Figure 1. Gate families picked out.
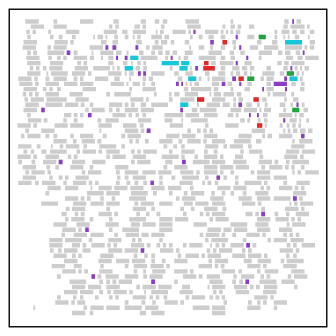
Figure 2. M3 wires.
Bar = 50 um.
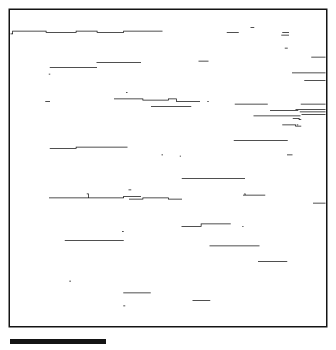
Figure 3. Register map, names as in the netlist.
Other sequential cells in the stronger grey, the rest of the logic in the fainter grey.
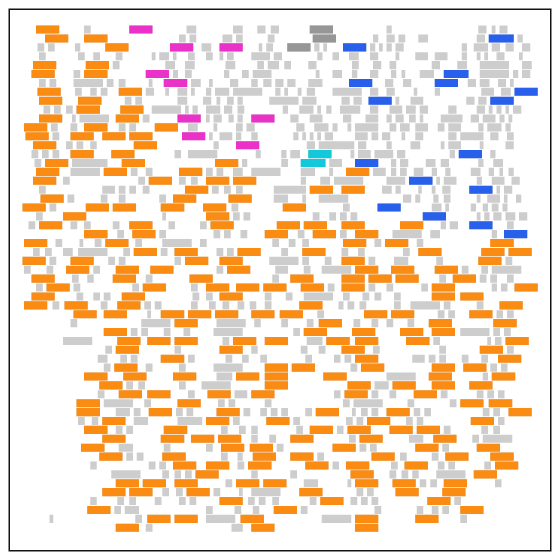
[config.mk]
export PLATFORM = sky130hd
export DESIGN_NAME = mat_unit_seq
export DESIGN_NICKNAME = d
export VERILOG_FILES = /design/src/rtl/mat_unit_seq.sv
export SDC_FILE = /design/constraint.sdc
export NUM_CORES = 1
export LEC_CHECK = 0
export CAP_MARGIN = 20
export CELL_PAD_IN_SITES_DETAIL_PLACEMENT = 1
export CELL_PAD_IN_SITES_GLOBAL_PLACEMENT = 2
export CORE_MARGIN = 3
export CORE_UTILIZATION = 37
export CTS_CLUSTER_DIAMETER = 50
export DETAILED_ROUTE_END_ITERATION = 12
export DONT_BUFFER_PORTS = 1
export PLACE_DENSITY_LB_ADDON = 0.1
export SLEW_MARGIN = 20
export SYNTH_ARGS = -nofsm -noshare
export SYNTH_HDL_FRONTEND = slang
export SYNTH_SLANG_ARGS = --single-unit
export TNS_END_PERCENT = 30
[constraint.sdc]
create_clock -name clock -period 2.2 [get_ports clock]
set_input_delay 0.44 -clock clock [delete_from_list [all_inputs] [get_ports clock]]
set_output_delay 0.44 -clock clock [all_outputs]
set_load 0.02 [all_outputs]
[src/rtl/mat_unit_seq.sv]
// Sequencer for the WIDTH x WIDTH systolic matrix unit: drives the weight-load
// sweep, then streams a counted batch of vectors and tags valid output cycles.
module mat_unit_seq #(
    parameter int unsigned WIDTH    = 128,
    parameter int unsigned PROG_W   = $clog2(3*WIDTH),
    parameter int unsigned LEN_W    = 16,
    parameter int unsigned PIPE_LAT = 2*WIDTH
) (
    input  logic              clock,
    input  logic              reset,
    input  logic              load_start,
    input  logic              stream_start,
    input  logic [LEN_W-1:0]  stream_len,
    output logic              cmd_err,
    output logic              busy,
    output logic              load_done,
    output logic              stream_done,
    output logic              w_req,
    output logic [PROG_W-1:0] w_row,
    output logic              mat_load_weight,
    output logic [PROG_W-1:0] mat_weight_prog,
    input  logic              in_valid,
    output logic              in_ready,
    output logic              mat_in_en,
    output logic              out_valid
);

    localparam int unsigned       LOAD_LEN  = 3*WIDTH - 2;
    localparam logic [PROG_W-1:0] PROG_LAST = PROG_W'(LOAD_LEN - 1);
    localparam logic [PROG_W-1:0] PROG_WREQ = PROG_W'(WIDTH);

    typedef enum logic [1:0] {
        ST_IDLE   = 2'd0,
        ST_LOAD   = 2'd1,
        ST_STREAM = 2'd2,
        ST_DRAIN  = 2'd3
    } state_t;

    state_t              r_state, w_state_nxt;
    logic [PROG_W-1:0]   r_prog, w_prog_nxt;
    logic [LEN_W-1:0]    r_rem, w_rem_nxt;
    logic [PIPE_LAT-1:0] r_dly, w_dly_nxt;
    logic                r_cmd_err, w_cmd_err_nxt;
    logic                r_load_done, w_load_done_nxt;
    logic                r_stream_done, w_stream_done_nxt;
    logic                w_loading, w_in_ready, w_accept, w_any_start;

    assign w_loading   = (r_state == ST_LOAD);
    assign w_in_ready  = (r_state == ST_STREAM) && (r_rem != '0);
    assign w_accept    = in_valid && w_in_ready;
    assign w_any_start = load_start || stream_start;

    // Valid-tag delay line mirrors the array latency; it never stalls.
    assign w_dly_nxt = (r_dly << 1) | PIPE_LAT'(w_accept);

    always_ff @(posedge clock) begin
        if (reset) begin
            r_state       <= ST_IDLE;
            r_prog        <= '0;
            r_rem         <= '0;
            r_dly         <= '0;
            r_cmd_err     <= 1'b0;
            r_load_done   <= 1'b0;
            r_stream_done <= 1'b0;
        end else begin
            r_state       <= w_state_nxt;
            r_prog        <= w_prog_nxt;
            r_rem         <= w_rem_nxt;
            r_dly         <= w_dly_nxt;
            r_cmd_err     <= w_cmd_err_nxt;
            r_load_done   <= w_load_done_nxt;
            r_stream_done <= w_stream_done_nxt;
        end
    end

    always_comb begin
        w_state_nxt       = r_state;
        w_prog_nxt        = r_prog;
        w_rem_nxt         = r_rem;
        w_cmd_err_nxt     = 1'b0;
        w_load_done_nxt   = 1'b0;
        w_stream_done_nxt = 1'b0;
        case (r_state)
            ST_IDLE: begin
                // Load has priority; a simultaneous stream request is rejected.
                if (load_start) begin
                    w_state_nxt   = ST_LOAD;
                    w_prog_nxt    = '0;
                    w_cmd_err_nxt = stream_start;
                end else if (stream_start) begin
                    if (stream_len == '0) begin
                        w_stream_done_nxt = 1'b1;
                    end else begin
                        w_state_nxt = ST_STREAM;
                        w_rem_nxt   = stream_len;
                    end
                end
            end
            ST_LOAD: begin
                w_cmd_err_nxt = w_any_start;
                if (r_prog == PROG_LAST) begin
                    w_state_nxt     = ST_IDLE;
                    w_prog_nxt      = '0;
                    w_load_done_nxt = 1'b1;
                end else begin
                    w_prog_nxt = r_prog + PROG_W'(1);
                end
            end
            ST_STREAM: begin
                w_cmd_err_nxt = w_any_start;
                if (w_accept) begin
                    w_rem_nxt = r_rem - LEN_W'(1);
                    if (r_rem == LEN_W'(1)) begin
                        w_state_nxt = ST_DRAIN;
                    end
                end
            end
            ST_DRAIN: begin
                w_cmd_err_nxt = w_any_start;
                if (w_dly_nxt == '0) begin
                    w_state_nxt       = ST_IDLE;
                    w_stream_done_nxt = 1'b1;
                end
            end
            default: w_state_nxt = ST_IDLE;
        endcase
    end

    assign cmd_err         = r_cmd_err;
    assign load_done       = r_load_done;
    assign stream_done     = r_stream_done;
    assign busy            = (r_state != ST_IDLE);
    assign mat_load_weight = w_loading;
    assign mat_weight_prog = w_loading ? r_prog : '0;
    assign w_req           = w_loading && (r_prog < PROG_WREQ);
    assign w_row           = w_req ? r_prog : '0;
    assign in_ready        = w_in_ready;
    assign mat_in_en       = w_accept;
    assign out_valid       = r_dly[PIPE_LAT-1];

endmodule

==> flow_summary.ini <==
; implementation run metrics
[synth]
aoi_share = 0.0496
synth_warnings = 0
synthMuxAreaShare = 0.00481
syn_area_um2 = 9370
synth_adder_area_share = 0.0120
synth-edff-count = 0
yosys_cells = 883
ys_top_logic_family = simple AND/OR/NAND/NOR gates
ys_ff = 286
avgSynthCellArea_um2 = 10.6
ys_area_um2 = 9370
synthArstFlopShare = 0
largest_area_cell = dfxtp_1
synthTopCellsByArea = dfxtp_1 61%, nor2b_1 17%, nor4_1 4.7%, a21oi_1 1.5%, clkbuf_1 1.5%
synthDistinctLibCells = 53
synthCells = 883

[clock_tree]
cts_setup_buffers = 7
cts_sinks = 286
clk_pin_slew_worst_paths_ns = 0.06
cts_tree = built
postCtsHoldBufs = 1
numCtsBuffers = 34
insertion_delay_ns = 0.50

[grt]
met2_usage = 0.250
grt_busiest_layer = met2
use_met1 = 0.193
grt_pass1_vias = 6783
track_usage = 0.150
grt_pass1_wl_mm = 33.8
grt_max_degree = 288
antenna_found_initial = 0
use_met3 = 0.0344

[finish]
nets = 967
final_cell_count_no_fill = 1284
top_register = r_dly
comb_area_um2 = 3670
signal_buffers = 59
area_growth_pct = 21.9
lay_top_count = dfxtp_1
clkbuf_count = 44
lay_top_cells = 283 x dfxtp_1, 258 x nor2b_1, 60 x nor4_1
flops = 286
diodes = 0
fillCellCount = 2676
largest_reg_flops = 256
dominant_cells = sequential cells

[floorplan]
die_h_um = 165
die_area_um2 = 27300
ioPinCount = 48
core_um2 = 24600
fp_util = 0.381

[critical_path]
start_kind = flip-flop
worst_setup_path_end_kind = primary output
endpoint = in_ready
cp.depth = 7
cp_cell_sequence = inv_2, ha_4, or3b_4, nor3b_4, buf_4, a21oi_2, buf_6
rr_worst_depth = 10
critPathKind = flip-flop to primary output
r2r_start = r_rem[1]
startpoint = r_rem[1]
arrival_ns = 2.00
crit_buf_inv = 3
crit_slowest_cell = or3b_4
slowest_delay_ns = 0.39

[routing]
vias = 6268
drc = 0
drt-total-wl_mm = 20.3
dr.pass1.iters = 4
via_per_inst = 4.88
routedWlPerCell_um = 15.8

[final_timing]
fin_crit_sh = 1.11
finalSetupViolCount = 15
report.final.slew_viol_count = 0
hold_ws_ns = 0.0257
hold_viol = 0
slew_headroom = 0.646
rsz0062_at_grt = true
fin_ws_ns = -0.241

[outcome]
violations = negative setup slack
status = complete, but fails checks

[placed_design]
place_hpwl_mm = 12.8
io_buffers = 0

[job]
warning_count = 37

[min_path]
min_to = r_dly[173]
holdPathStages = 1
hold_class = input port to flip-flop
min_from = reset
About Figure 1:
Cyan stands for fa/ha/maj cells, cells 9. Green stands for mux cells, cells 4, where north-east. Purple stands for nand cells, cells 50. Red stands for non-inverting ao/oa cells, cells 7.

About Figure 2:
The longest straight run is 38.9 um. The wires run mostly horizontal. The layer holds 3.5% of the routed length.

About Figure 3:
Orange stands for r_dly, sequential cells 256, where spread over the die. Blue stands for r_rem, sequential cells 16, where north-east. Magenta stands for r_prog, sequential cells 9. Cyan stands for r_state, sequential cells 2.
Another 3 sequential cells are not coloured.
P_seq: 5.42 mW
sequential share of cell area: 0.502
fin util: 0.464
Flop area: 5730 um2

cell families after synthesis:
group	after synthesis
AOI/OAI and AO/OA	72
buffers and inverters	53
DFF	286
adders and majority gates	9
xor gates and xnor gates	5
muxes	4
and+or+nand+nor	453
other	1
power by group:
| part | internal (mW) | leakage, nW | switching (mW) |
|---|---|---|---|
| Combinational | 1.28 | 1.62 | 1.40 |
| Clock | 3.25 | 0.535 | 2.13 |
| Sequential | 5.33 | 2.31 | 0.0943 |
| Total | 9.86 | 4.46 | 3.63 |
stage by stage:
stage	TNS [ns]	setup WS, ns	cell area [um2]
floorplan	-0.525	-0.0706	9370
global placement	-4.92	-0.448	9950
detailed placement	-6.69	-0.584	9950
CTS	-1.32	-0.224	11300
global route	-2.83	-0.305	11400
finish	-1.26	-0.241	11400
Power is estimated from default activity; no workload was simulated.
